### config.mk
export PLATFORM = sky130hd
export DESIGN_NAME = xbar_rr_arbiter_flat
export DESIGN_NICKNAME = d
export VERILOG_FILES = /design/src/rtl/xbar_rr_arbiter_if.sv /design/src/rtl/xbar_rr_arbiter.sv /design/src/flat_wrapper.sv
export SDC_FILE = /design/constraint.sdc
export NUM_CORES = 1
export LEC_CHECK = 0
export CAP_MARGIN = 15
export CORE_ASPECT_RATIO = 1.5
export CORE_UTILIZATION = 40
export CTS_BUF_LIST = sky130_fd_sc_hd__clkbuf_4 sky130_fd_sc_hd__clkbuf_8
export CTS_CLUSTER_SIZE = 16
export DETAILED_ROUTE_END_ITERATION = 10
export PLACE_DENSITY = 0.58
export SLEW_MARGIN = 0
export SYNTH_ARGS = -nofsm -noshare
export SYNTH_HDL_FRONTEND = slang
export SYNTH_SLANG_ARGS = --single-unit
export TNS_END_PERCENT = 100
### constraint.sdc
create_clock -name clk -period 2.5 [get_ports clk]
set_input_delay 0.5 -clock clk [delete_from_list [all_inputs] [get_ports clk]]
set_output_delay 0.5 -clock clk [all_outputs]
set_load 0.005 [all_outputs]
### src/rtl/xbar_rr_arbiter_if.sv
// Request/grant bundle between the masters routed to one slave port
// and that port's round-robin arbiter.
interface xbar_rr_arbiter_if #(
   parameter int N = 2
);
   localparam int IDW = (N > 1) ? $clog2(N) : 1;

   logic [N-1:0]   req;
   logic           ack_in;
   logic [N-1:0]   grant;
   logic           grant_valid;
   logic [IDW-1:0] grant_id;
   logic           timeout_err;

   modport master (
      output req, ack_in,
      input  grant, grant_valid, grant_id, timeout_err
   );

   modport slave (
      input  req, ack_in,
      output grant, grant_valid, grant_id, timeout_err
   );
endinterface

### src/rtl/xbar_rr_arbiter.sv
// Registered round-robin arbiter with transaction lock and watchdog
// for one crossbar slave port.
module xbar_rr_arbiter #(
   parameter int N       = 2,
   parameter int TIMEOUT = 256
) (
   input  logic             clk,
   input  logic             rst,
   xbar_rr_arbiter_if.slave bus
);
   localparam int IDW = (N > 1) ? $clog2(N) : 1;
   localparam int WDW = (TIMEOUT > 0) ? $clog2(TIMEOUT + 1) : 1;
   localparam logic [WDW-1:0] WD_LAST =
      WDW'((TIMEOUT > 0) ? TIMEOUT - 1 : 0);
   localparam logic [WDW-1:0] WD_MAX = '1;

   typedef enum logic {IDLE, BUSY} state_t;

   state_t         state;
   logic [N-1:0]   grant_q;
   logic           valid_q;
   logic [IDW-1:0] id_q;
   logic           terr_q;
   logic [IDW-1:0] ptr;
   logic [WDW-1:0] wd;

   logic [IDW:0]   p_free;
   logic [IDW:0]   p_ack;
   logic           wd_hit;

   // {found, index}; nearest set bit after start, wrapping mod N
   function automatic logic [IDW:0] pick(
      input logic [N-1:0]   r,
      input logic [IDW-1:0] start
   );
      logic [IDW:0] res;
      int j;
      res = '0;
      for (int i = N; i >= 1; i--) begin
         j = (int'(start) + i) % N;
         if (r[j]) res = {1'b1, IDW'(j)};
      end
      return res;
   endfunction

   function automatic logic [N-1:0] onehot(
      input logic [IDW-1:0] idx
   );
      logic [N-1:0] oh;
      oh = '0;
      oh[idx] = 1'b1;
      return oh;
   endfunction

   always_comb begin
      p_free = pick(bus.req, ptr);
      p_ack  = pick(bus.req & ~grant_q, id_q);
      wd_hit = (TIMEOUT != 0) && (wd == WD_LAST);
   end

   always_ff @(posedge clk or negedge rst) begin
      if (!rst) begin
         state   <= IDLE;
         grant_q <= '0;
         valid_q <= 1'b0;
         id_q    <= '0;
         terr_q  <= 1'b0;
         ptr     <= IDW'(N - 1);
         wd      <= '0;
      end else begin
         terr_q <= 1'b0;
         unique case (state)
            IDLE: begin
               wd <= '0;
               if (p_free[IDW]) begin
                  grant_q <= onehot(p_free[IDW-1:0]);
                  id_q    <= p_free[IDW-1:0];
                  valid_q <= 1'b1;
                  state   <= BUSY;
               end
            end
            BUSY: begin
               if (bus.ack_in) begin
                  ptr <= id_q;
                  wd  <= '0;
                  if (p_ack[IDW]) begin
                     grant_q <= onehot(p_ack[IDW-1:0]);
                     id_q    <= p_ack[IDW-1:0];
                  end else begin
                     grant_q <= '0;
                     id_q    <= '0;
                     valid_q <= 1'b0;
                     state   <= IDLE;
                  end
               end else if (!bus.req[id_q]) begin
                  // master abort: no service credited, ptr kept
                  wd <= '0;
                  if (p_free[IDW]) begin
                     grant_q <= onehot(p_free[IDW-1:0]);
                     id_q    <= p_free[IDW-1:0];
                  end else begin
                     grant_q <= '0;
                     id_q    <= '0;
                     valid_q <= 1'b0;
                     state   <= IDLE;
                  end
               end else if (wd_hit) begin
                  terr_q  <= 1'b1;
                  ptr     <= id_q;
                  wd      <= '0;
                  grant_q <= '0;
                  id_q    <= '0;
                  valid_q <= 1'b0;
                  state   <= IDLE;
               end else if (TIMEOUT != 0 && wd != WD_MAX) begin
                  wd <= wd + 1'b1;
               end
            end
            default: state <= IDLE;
         endcase
      end
   end

   assign bus.grant       = grant_q;
   assign bus.grant_valid = valid_q;
   assign bus.grant_id    = id_q;
   assign bus.timeout_err = terr_q;
endmodule

### src/flat_wrapper.sv
// flat-port wrapper written by rule: the top's interface ports become plain ports
module xbar_rr_arbiter_flat 
#(
   parameter int N       = 2,
   parameter int TIMEOUT = 256
)
  (clk, rst, bus_req, bus_ack_in, bus_grant, bus_grant_valid, bus_grant_id, bus_timeout_err);
  xbar_rr_arbiter_if #(.N(N)) bus_i ();
  input  logic clk;
  input  logic rst;
  input wire logic [$bits(bus_i.req)-1:0] bus_req;
  input wire logic [$bits(bus_i.ack_in)-1:0] bus_ack_in;
  output wire logic [$bits(bus_i.grant)-1:0] bus_grant;
  output wire logic [$bits(bus_i.grant_valid)-1:0] bus_grant_valid;
  output wire logic [$bits(bus_i.grant_id)-1:0] bus_grant_id;
  output wire logic [$bits(bus_i.timeout_err)-1:0] bus_timeout_err;
  assign bus_i.req = bus_req;
  assign bus_i.ack_in = bus_ack_in;
  assign bus_grant = bus_i.grant;
  assign bus_grant_valid = bus_i.grant_valid;
  assign bus_grant_id = bus_i.grant_id;
  assign bus_timeout_err = bus_i.timeout_err;
  xbar_rr_arbiter #(.N(N), .TIMEOUT(TIMEOUT)) u_core (.clk(clk), .rst(rst), .bus(bus_i));
endmodule
floorplan.png
Pins as bars on the die edge.
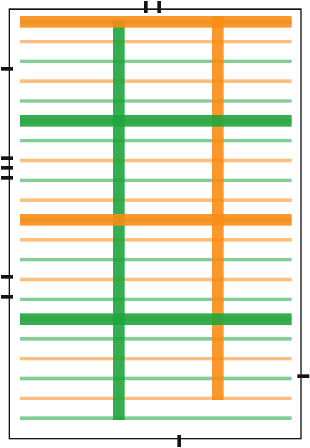
legend:
  VSS:
    color: green
  VDD:
    color: orange
met1 rails: 21
met5 straps: 4
Core Box Area: 2030 µm²
width of the die: 39.8 µm
Max rail drop VDD: 0.347 mV
height of the chip: 58.7 µm

gates.png
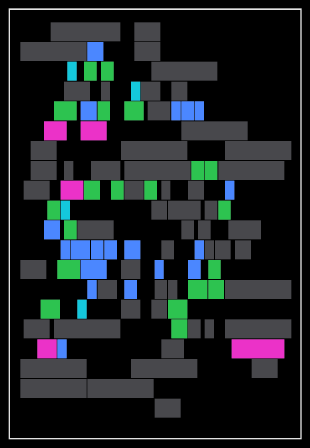
legend:
  aoi and oai cells:
    color: green
    cells: 20
  inv cells:
    color: cyan
    cells: 4
  non-inverting ao/oa cells:
    color: magenta
    cells: 5
  nor cells:
    color: blue
    cells: 19
final std cells w/o fill: 124
multi-input combinational area share: 45.4%
most instantiated logic cell after routing: sky130_fd_sc_hd__dfrtp_1

util_map.png
The bar under the picture is 10 µm long. The die is cut into 8 by 12 equal tiles; dark blue is low, red is high, 0 to 100% covered.
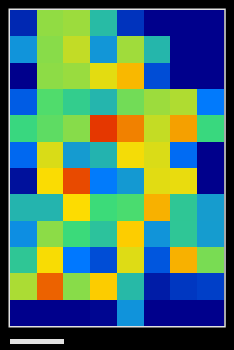
mean over tiles: 41%
emptiest ninth of the die: north-east
densest ninth of the die: center
tiles over 75% full: 10%
nearly empty tiles: 18%
fullest tile: 94%
utilization of the core after routing: 48.8%
initial core utilization: 42.3%

## through the flow
step	setup slack [ps]	instance area (µm²)	hold WS (ps)	total power (µW)
floorplan	983	858	204	518
global placement	452	958	490	618
detailed placement	440	958	484	621
CTS	672	988	506	770
global route	549	988	525	814
finish	678	988	500	758
## worst min-delay path, delay by kind of cell (launching register included)
kind                   cells  cell delay [ps]
buffers and inverters      1               60
DFF                        1              370
muxes                      1               70
## cells by family (layout without fill, tap and decap cells)
logic type,Yosys count,after routing,share of synthesized area [%]
and+or+nand+nor,41,41,26.5
AOI/OAI and AO/OA,25,25,20.6
buffers and inverters,7,17,3.79
adders and majority gates,1,1,1.46
DFF,15,15,43.9
muxes,2,2,2.77
xor gates and xnor gates,1,1,1.02
## layout by cell type (no fill, tap or decap), types with 2 or more instances in the layout
cell                              netlist  routed
sky130_fd_sc_hd__dfrtp_1               14      14
sky130_fd_sc_hd__o21ai_0                9       9
sky130_fd_sc_hd__clkdlybuf4s50_1        0       9
sky130_fd_sc_hd__nor2_1                 8       8
sky130_fd_sc_hd__nand3_1                6       6
sky130_fd_sc_hd__nand2_1                6       6
sky130_fd_sc_hd__nor3_1                 5       5
sky130_fd_sc_hd__inv_1                  4       4
sky130_fd_sc_hd__clkbuf_4               0       4
sky130_fd_sc_hd__nor2b_1                3       3
sky130_fd_sc_hd__and3_1                 3       3
sky130_fd_sc_hd__or3_1                  2       2
sky130_fd_sc_hd__a21oi_1                2       2
sky130_fd_sc_hd__o211ai_1               2       2
sky130_fd_sc_hd__a31oi_1                2       2
## cell type report
type	count	area (µm²)	area share (%)
inverter	4	15.0	1.52
sequential	15	377	38.1
timing repair buffer	9	90.1	9.11
clock buffer	4	30.0	3.04
tap	22	27.5	2.78
multi-input combinational	70	449	45.4
## power groups by stage
| stage | sequential [µW] | clock [µW] | combinational, µW |
|---|---|---|---|
| 2_1_floorplan | 331 | 0 | 188 |
| 3_3_place_gp | 358 | 0 | 259 |
| 3_5_place_dp | 358 | 0 | 263 |
| 4_1_cts | 355 | 152 | 263 |
| 5_1_grt | 363 | 161 | 290 |
| 6_report | 355 | 144 | 259 |
## path summary, 6_finish.rpt
| check | end | cells after the start | slack (ps) | startpoint |
|---|---|---|---|---|
| max | bus_grant[1] | 1 | 680 | u_core.bus.grant_id$_DFFE_PN0P_ |
| min | u_core.ptr$_DFFE_PN1P_ | 2 | 500 | u_core.ptr$_DFFE_PN1P_ |
| max reg2reg | u_core.bus.grant[0]$_DFFE_PN0P_ | 5 | 720 | u_core.wd[0]$_DFFE_PN0P_ |
| min reg2reg | u_core.ptr$_DFFE_PN1P_ | 2 | 500 | u_core.ptr$_DFFE_PN1P_ |
| max in group asynchronous | u_core.bus.grant[0]$_DFFE_PN0P_ | 1 | 1470 | rst |
| min in group asynchronous | u_core.wd[7]$_DFFE_PN0P_ | 1 | 620 | rst |
## state kept, by name, summed over array words and instances (netlist names)
name	count
u_core.bus.grant	1
u_core.bus.grant_id	1
u_core.wd	9
u_core.bus.grant_valid	1
u_core.ptr	1
u_core.state	1
u_core.bus.timeout_err	1
==> flow_metrics.rpt <==
==== FLOW RESULTS ====
----------------------------------------------------
[Final timing]
  Tightest Pin Transition ........................ 648 ps
  Relative max-transition margin ........................ 56.7%
  Setup repair after global routing missed its margin ........................ no
  Shortest clock period the worst path allows after layout ........................ 1820 ps
  Clock tree skew after final layout ........................ 3.35 ps
  Setup-failing EPs final ........................ 0
  Final hold violations ........................ 0
  Period Utilization, post-route ........................ 72.9%
  Total negative slack ........................ 0 ps
  Max-slew violations ........................ 0
  Fmax ........................ 549 MHz

[Floorplan]
  Number of primary I/O pins ........................ 10
  Num rows ........................ 20
  Chip area ........................ 2340 µm²

[Logic synthesis]
  Library cell with the highest instance count after synthesis ........................ sky130_fd_sc_hd__dfrtp_1
  Dominant register cell ........................ sky130_fd_sc_hd__dfrtp_1
  Top cell types by occurrence after synthesis ........................ sky130_fd_sc_hd__dfrtp_1, sky130_fd_sc_hd__o21ai_0, sky130_fd_sc_hd__nor2_1
  Seq share, synth ........................ 43.9%
  Largest area contributor in the netlist ........................ sky130_fd_sc_hd__dfrtp_1
  Number of warnings issued by yosys ........................ 0
  Synth unique cells ........................ 38
  Post-Synthesis Cell Area ........................ 858 µm²
  Yosys stat cell total ........................ 92
  Cell count after synthesis ........................ 92
  Total of flip-flops plus latches after synthesis ........................ 15
  Area share of the largest cell type after synthesis ........................ 40.8%
  Post-synth EDFFs ........................ 0
  Share of synthesized registers carrying an async set or reset ........................ 100%
  Synth top area cells ........................ sky130_fd_sc_hd__dfrtp_1, sky130_fd_sc_hd__o21ai_0, sky130_fd_sc_hd__nand3_1
  Syn Area/Cell ........................ 9.33 µm²
  Nets at Floorplan ........................ 98
  Yosys stat chip area ........................ 858 µm²

[Global route]
  Wire length of the first global-routing pass ........................ 3.15 mm
  GR Layer Usage met2 ........................ 33.0%
  Grt ovf ........................ 0
  Via count of the first global-routing pass ........................ 728
  GRT Util Overall ........................ 19.6%
  Largest net degree at the start of global routing ........................ 16
  Met1 Resource Use GR ........................ 23.1%
  GR peak layer ........................ met2
  Number of antenna violations at the first check in global routing ........................ 0
  GR Layer Usage met3 ........................ 2.26%

[Worst setup path]
  Crit-path slowest cell ........................ sky130_fd_sc_hd__clkdlybuf4s50_1
  Crit-path max cell delay ........................ 550 ps
  Worst Setup Start Kind ........................ flip-flop
  Total buffers and inverters traversed by the critical path ........................ 1
  Endpoint class of the critical path ........................ output pin
  Category of the critical setup timing path ........................ flip-flop to output pin
  Signal arrival time at the worst endpoint ........................ 1320 ps
  Chain of cells forming the critical path ........................ clkdlybuf4s50_1
  Crit-path leading delay family ........................ buffers and inverters
  Required time of the critical path ........................ 2000 ps

[CTS]
  CTS buffer count ........................ 3
  Clock insertion delay at the later pin of the skew report ........................ 280 ps
  Post-cts repair resize count ........................ 0
  Maximum level of the CTS H-tree ........................ 1
  Clock input transition at the sequential cells of the worst setup and hold paths ........................ 80 ps
  Clock tree from TritonCTS ........................ done
  Clock buffer depth ........................ 2
  Root buf cell ........................ sky130_fd_sc_hd__clkbuf_4
  Number of buffers inserted to repair setup after CTS ........................ 0
  Num Clock Sinks ........................ 15
  Cts hold-fix bufs ........................ 0

[Place]
  Placed instance count ........................ 120
  Gp weighted congestion ........................ 0.756
  Port bufs ........................ 9
  Placed wire-length estimate ........................ 1.45 mm

[Detailed routing]
  Length of routed met3 wiring ........................ 43 µm
  Routed vias ........................ 749
  DR vias/cell ........................ 6.04
  Met1 wire length ........................ 763 µm
  Routed wire length per instance ........................ 14.7 µm
  Number of optimization iterations in the first detailed-route pass ........................ 4
  Antenna-violating nets left ........................ 0
  Routed wire length ........................ 1.83 mm
  DRC ........................ 0
  Routed length on met2 ........................ 990 µm

[Min path]
  Class of the tightest hold or removal check ........................ flip-flop to flip-flop

[Pwr]
  Design internal power ........................ 509 µW
  Power share of the combinational group ........................ 34.1%
  Part of the total power dissipated in the clock network ........................ 19.1%
  Relative contribution of sequential cells to total power ........................ 46.8%
  Switching part of the total ........................ 32.9%
  Leakage Power ........................ 0.000401 µW
  Power density over cell area ........................ 767 nW/µm²
  Switching power total ........................ 249 µW

[Layout]
  Synth-to-layout area growth ........................ 15.2%
  Fill count ........................ 205
  Count of nets after finishing ........................ 109
  Diodes inserted ........................ 0
  Share of layout cells above drive strength 1 ........................ 10.8%

[Outcome]
  Status ........................ complete, no violations

[Job]
  Total number of warnings across the stage logs ........................ 26
  Max-Cap Viols ........................ 0

----------------------------------------------------
No activity file was given, so power comes from the tool's default toggle rates.
